==> config.mk <==
export PLATFORM = sky130hd
export DESIGN_NAME = mem_arbiter_flat
export DESIGN_NICKNAME = d
export VERILOG_FILES = /design/src/rtl/mem_arbiter_if.sv /design/src/rtl/mem_arbiter.sv /design/src/flat_wrapper.sv
export SDC_FILE = /design/constraint.sdc
export NUM_CORES = 1
export LEC_CHECK = 0
export ABC_AREA = 1
export ABC_CLOCK_PERIOD_IN_PS = 2500
export CAP_MARGIN = 40
export CORE_ASPECT_RATIO = 0.75
export CORE_MARGIN = 1
export CORE_UTILIZATION = 52
export DETAILED_ROUTE_END_ITERATION = 10
export HOLD_SLACK_MARGIN = 0.08
export PLACE_DENSITY = 0.85
export SYNTH_ARGS = -nofsm -noshare
export SYNTH_HDL_FRONTEND = slang
export SYNTH_SLANG_ARGS = --single-unit
export TNS_END_PERCENT = 20
==> constraint.sdc <==
create_clock -name CLK_48MHZ -period 2.5 [get_ports CLK_48MHZ]
set_input_delay 0.625 -clock CLK_48MHZ [delete_from_list [all_inputs] [get_ports CLK_48MHZ]]
set_output_delay 0.625 -clock CLK_48MHZ [all_outputs]
set_load 0.02 [all_outputs]
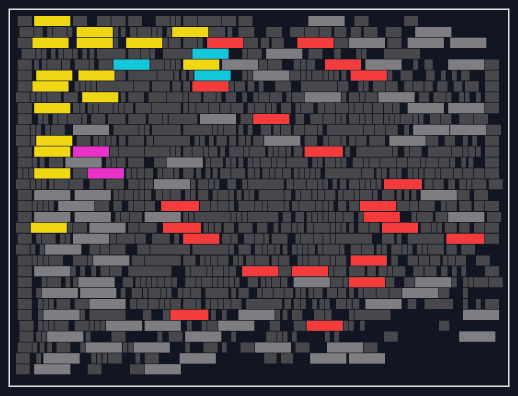
Fig. 1. Sequential cells coloured by netlist name (run 1).
Scale: 4 px per um.
colour	name in the netlist	flops
red	`u_core.wp_q`	21
yellow	`u_core.bus.MEM_WDATA`	16
magenta	`u_core.state_q`	2
cyan	`u_core.starve_q`	3
not coloured	63
FF+latch area: 2635 um2
Seq. pwr: 0.00272 W
sequential cell area share: 0.3017
final core utilization: 0.7982

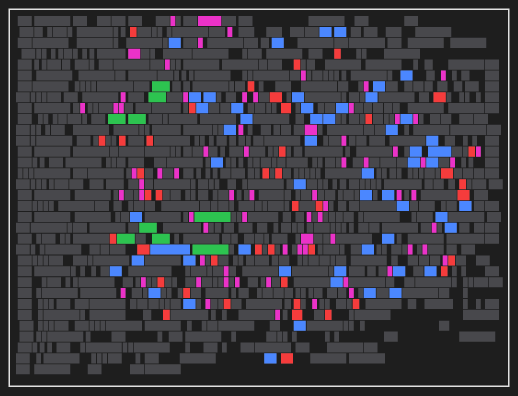
Fig. 2. Logic cells by family (run 1).
Scale: 4 px per um.
colour	family	cells
magenta	inv cells	70
blue	xor and xnor cells	54
red	aoi and oai cells	42
green	fa/ha/maj cells	9
most used logic cell in the final layout: nand2_1
fin cells: 1,116

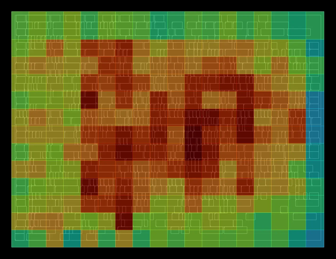
Fig. 3. Routing congestion (run 1).
M3 GR Usage: 0.07175
gr usage total: 0.2754
Most Used Layer, Global Route: met2
drt wl/cell: 16.83 um
met2 Use GR: 0.4415

==> metrics.csv, run 1 <==
stage,metric,value,unit
run_status,status,"finished, violations left",
run_status,violated checks,negative setup slack,
grt,initial antenna violation count,0,
placed_design,pre-CTS setup slack,-0.4276,ns
grt,total grt overflow,0,
critical_path,CP startpoint kind,register,
critical_path,crit-path max cell delay,0.44,ns
clock_tree,clock sink count,105,
synthesis,Synth Cell Area,5854,um2
route,Starting DRT DRC Count,549,
grt,first-pass GRT wire length,25.18,mm
synthesis,XOR/XNOR Fraction of Synth Area,0.08079,
placed_design,Port Buffer Count,122,
die,Initial Util,0.5350,
critical_path,FF-to-FF path depth,21,
route,Top Layer Used,met4,
critical_path,reg2reg setup slack,-0.33,ns
die,die width,124.5,um
timing,tightest hold margin,0.1878,ns
clock_tree,Insertion Delay late pin,0.36,ns
finish,Clock buf/inv share,0.03453,
die,die area,11690,um2
die,Rows,33,
synthesis,Top cells by area,"dfrtp_1, nand2_1, xor2_1",
clock_tree,postcts setup bufs,2,
synthesis,"area leader, netlist",dfrtp_1,
synthesis,Synth top cell by count,nand2_1,
synthesis,and+or+nand+nor area frac,0.3127,
timing,f_max,347.6,MHz
route,Final ANT Viol Nets,0,
pwr,Switching Share,0.4171,
finish,fraction of layout cells with a size suffix above 1,0.2500,
pwr,combinational power share,0.520,
placed_design,Final HPWL DP,11.31,mm
route,met2 wire length,8.443,mm
die,# IOs,123,
synthesis,AND-OR/OR-AND share of the synthesized area,0.03676,
synthesis,Dominant flop cell,dfrtp_1,
finish,Top class by area,multi-input combinational cells,
synthesis,Post-Syn Area per Cell,7.754,um2
critical_path,Critical Path RT,1.88,ns
critical_path,WP depth,14,
synthesis,fraction of registers with async set/reset,1.000,
critical_path,CP top delay family,simple AND/OR/NAND/NOR gates,
pwr,VDD IR max,762.1,uV
synthesis,Synth mux share,0,
synthesis,number of synthesized register bits,105,
pwr,Power Dens Cells,999.9,nW/um2
clock_tree,CTS H-tree depth,3,
timing,# setup viols final,46,
placed_design,RD Place Congestion,0.9161,
finish,Logic Gate Count,536,
critical_path,"Cell Chain, Critical Path",ha_4 -> nand3_2 -> nor2_4 -> buf_4 -> buf_4 -> nand2_1 -> nand2_1 -> nand3_1 -> nor2_1 -> nand2_1 -> nor2_2 -> nand2_2 -> inv_2 -> buf_6,
synthesis,Top-area cell share,0.4488,
finish,ant diodes,0,
flow_run,OpenROAD warnings,33,
pwr,Internal Power,0.005090,W
clock_tree,CTS Hold Bufs,0,
critical_path,most frequent CP cell,nand2_1,
clock_tree,TritonCTS clock tree,done,
critical_path,critical path capture point type,primary output,
clock_tree,Root Driver,clkbuf_16,
timing,post-layout period usage,1.151,
timing,min Tclk post-route,2.877,ns
synthesis,Yosys Instances,755,
synthesis,adder-cell share of the synthesized area,0.01923,
grt,pin count of the biggest net entering global routing,51,
pwr,Seq pwr share,0.312,
timing,final worst slack,-0.3767,ns
route,routed via count,5917,
finish,Flops,105,
die,CORE AREA,10940,um2
clock_tree,clock-pin slew on the worst setup and hold paths,0.07,ns
die,die extent in y,93.89,um
route,Initial DRT Pass Iterations,5,
finish,non-clk buf share,0.2726,
synthesis,Syn Nets,801,
route,Post-Route WL,18.78,mm
finish,area occupied by multi-input gates,2950,um2
route,via/cell ratio,5.302,
run 1: per-stage QoR:
step	total power, W	setup TNS, ns	std cells
2_1_floorplan	0.004717	0	755
3_3_place_gp	0.006368	-1.347	1081
3_5_place_dp	0.006473	-1.758	1081
4_1_cts	0.008070	-0.3407	1098
5_1_grt	0.009223	-17.40	1116
6_report	0.008733	-10.99	1116
run 1: power by group through the flow:
| stage | registers, W | clock network (W) | logic (W) |
|---|---|---|---|
| 3_3_place_gp | 0.00266 | 0 | 0.00371 |
| 4_1_cts | 0.00268 | 0.00148 | 0.00391 |
| 5_1_grt | 0.00279 | 0.00155 | 0.00489 |
| 3_5_place_dp | 0.00267 | 0 | 0.00380 |
| 6_report | 0.00272 | 0.00147 | 0.00454 |
| 2_1_floorplan | 0.00316 | 0 | 0.00156 |
==> run 1 -> run 2 <==
- TNS_END_PERCENT: 20 -> 10
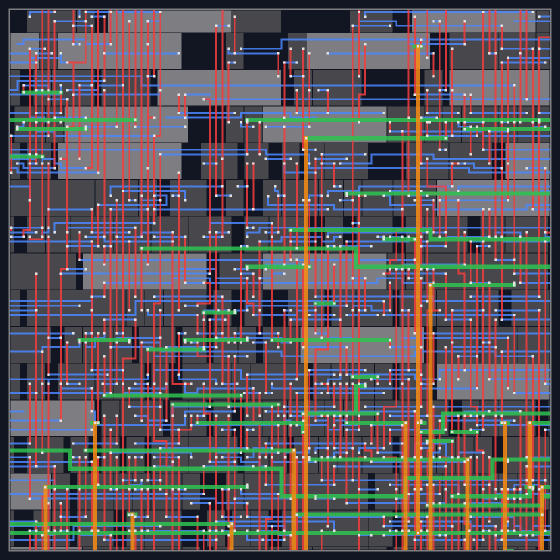
Fig. 4. Layout detail (run 2).
Region (42, 46) to (82, 86) um. Cells in grey, sequential cells in the stronger grey; small squares are vias.
colour	layer
orange	M4
red	M2
blue	M1
green	M3
most frequent	nand2_1 (52), buf_4 (26), nor2_1 (15)
sequential cells in the window	15
cells with their middle in the window	178

==> run 2 against run 1 <==
Against the previous run:
- the flow still finishes with violations (negative setup slack)
- routed wire length is 3.6% lower
- flip-flop count stayed put
- sequential share of layout area is 0.39 points higher
- first-iteration DRC count is 3.3% lower
- clock-buffer cell count stayed put
- setup slack worse by 0.0080 ns
- hold slack better by 0.0050 ns
- die size stayed put
- synthesized area stayed put
- maximum frequency is 0.28% lower
- largest power group unchanged
- highest routed layer unchanged
==> metrics.csv, run 2 <==
stage,metric,value,unit
flow_run,OpenROAD warnings,33,
route,Top Layer Used,met4,
clock_tree,CTS Hold Bufs,0,
timing,final worst slack,-0.3846,ns
timing,# setup viols final,46,
synthesis,Synth Cell Area,5854,um2
placed_design,RD Place Congestion,0.9161,
finish,fraction of layout cells with a size suffix above 1,0.2377,
grt,"Most Used Layer, Global Route",met2,
placed_design,cell total after placement,1081,
finish,Flops,105,
synthesis,and+or+nand+nor area frac,0.3127,
run_status,violated checks,negative setup slack,
route,Initial DRT Pass Iterations,5,
synthesis,Post-Syn Area per Cell,7.754,um2
placed_design,pre-CTS setup slack,-0.4276,ns
grt,gr usage total,0.2754,
route,Starting DRT DRC Count,531,
clock_tree,CTS H-tree depth,3,
finish,fin cells,1112,
die,Initial Util,0.5350,
synthesis,Top-area cell share,0.4488,
timing,f_max,346.7,MHz
run_status,status,"finished, violations left",
synthesis,adder-cell share of the synthesized area,0.01923,
route,Post-Route WL,18.10,mm
finish,Top class by area,multi-input combinational cells,
route,Final ANT Viol Nets,0,
grt,first-pass GRT wire length,25.18,mm
timing,min Tclk post-route,2.885,ns
pwr,Internal Power,0.005030,W
synthesis,fraction of registers with async set/reset,1.000,
die,CORE AREA,10940,um2
die,die area,11690,um2
finish,non-clk buf share,0.2702,
pwr,Total Power,0.008588,W
finish,Logic Gate Count,536,
critical_path,critical path capture point type,primary output,
clock_tree,clock-pin slew on the worst setup and hold paths,0.07,ns
pwr,Seq pwr share,0.316,
critical_path,WP depth,14,
synthesis,number of synthesized register bits,105,
route,met2 wire length,8.384,mm
critical_path,crit-path max cell delay,0.45,ns
finish,ant diodes,0,
route,via/cell ratio,5.279,
synthesis,Synth top cell by count,nand2_1,
timing,tightest hold margin,0.1929,ns
clock_tree,Root Driver,clkbuf_16,
critical_path,most frequent CP cell,nand2_1,
die,die extent in y,93.89,um
synthesis,Top cells by area,"dfrtp_1, nand2_1, xor2_1",
placed_design,Port Buffer Count,122,
finish,FF+latch area,2635,um2
grt,initial antenna violation count,0,
critical_path,Critical Path RT,1.88,ns
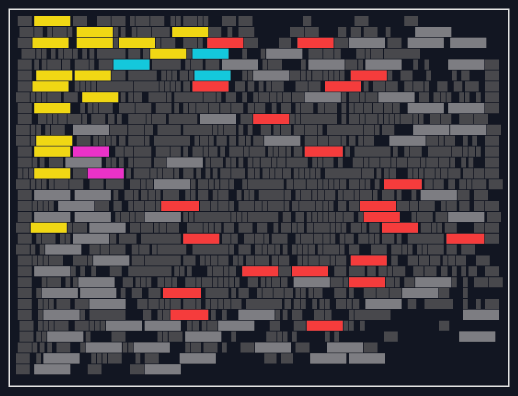
Fig. 5. Sequential cells coloured by netlist name (run 2).
Scale: 4 px per um.
colour	name in the netlist	flops
red	`u_core.wp_q`	21
yellow	`u_core.bus.MEM_WDATA`	16
cyan	`u_core.starve_q`	3
magenta	`u_core.state_q`	2
final core utilization: 0.7881
Seq. pwr: 0.00271 W
sequential cell area share: 0.3056

## run 2: cell counts after synthesis
No cell type changed its count.
## run 2: repair_timing
| action | CTS | global route |
|---|---|---|
| buffers inserted | 2 | 7 |
| endpoints found under the hold margin | 0 | 0 |
| pin swaps | 5 | 29 |
| cloned | 0 | 7 |
| gates resized | 27 | 80 |
| setup endpoints to repair | 6 | 50 |
## run 2: power by group through the flow
| stage | clock network [W] | registers (W) | logic, W |
|---|---|---|---|
| finish | 0.00146 | 0.00271 | 0.00442 |
| global route | 0.00155 | 0.00278 | 0.00476 |
| CTS | 0.00148 | 0.00268 | 0.00391 |
| detailed placement | 0 | 0.00267 | 0.00380 |
| global placement | 0 | 0.00266 | 0.00371 |
| floorplan | 0 | 0.00316 | 0.00156 |
No activity file was given, so power comes from the tool's default toggle rates.
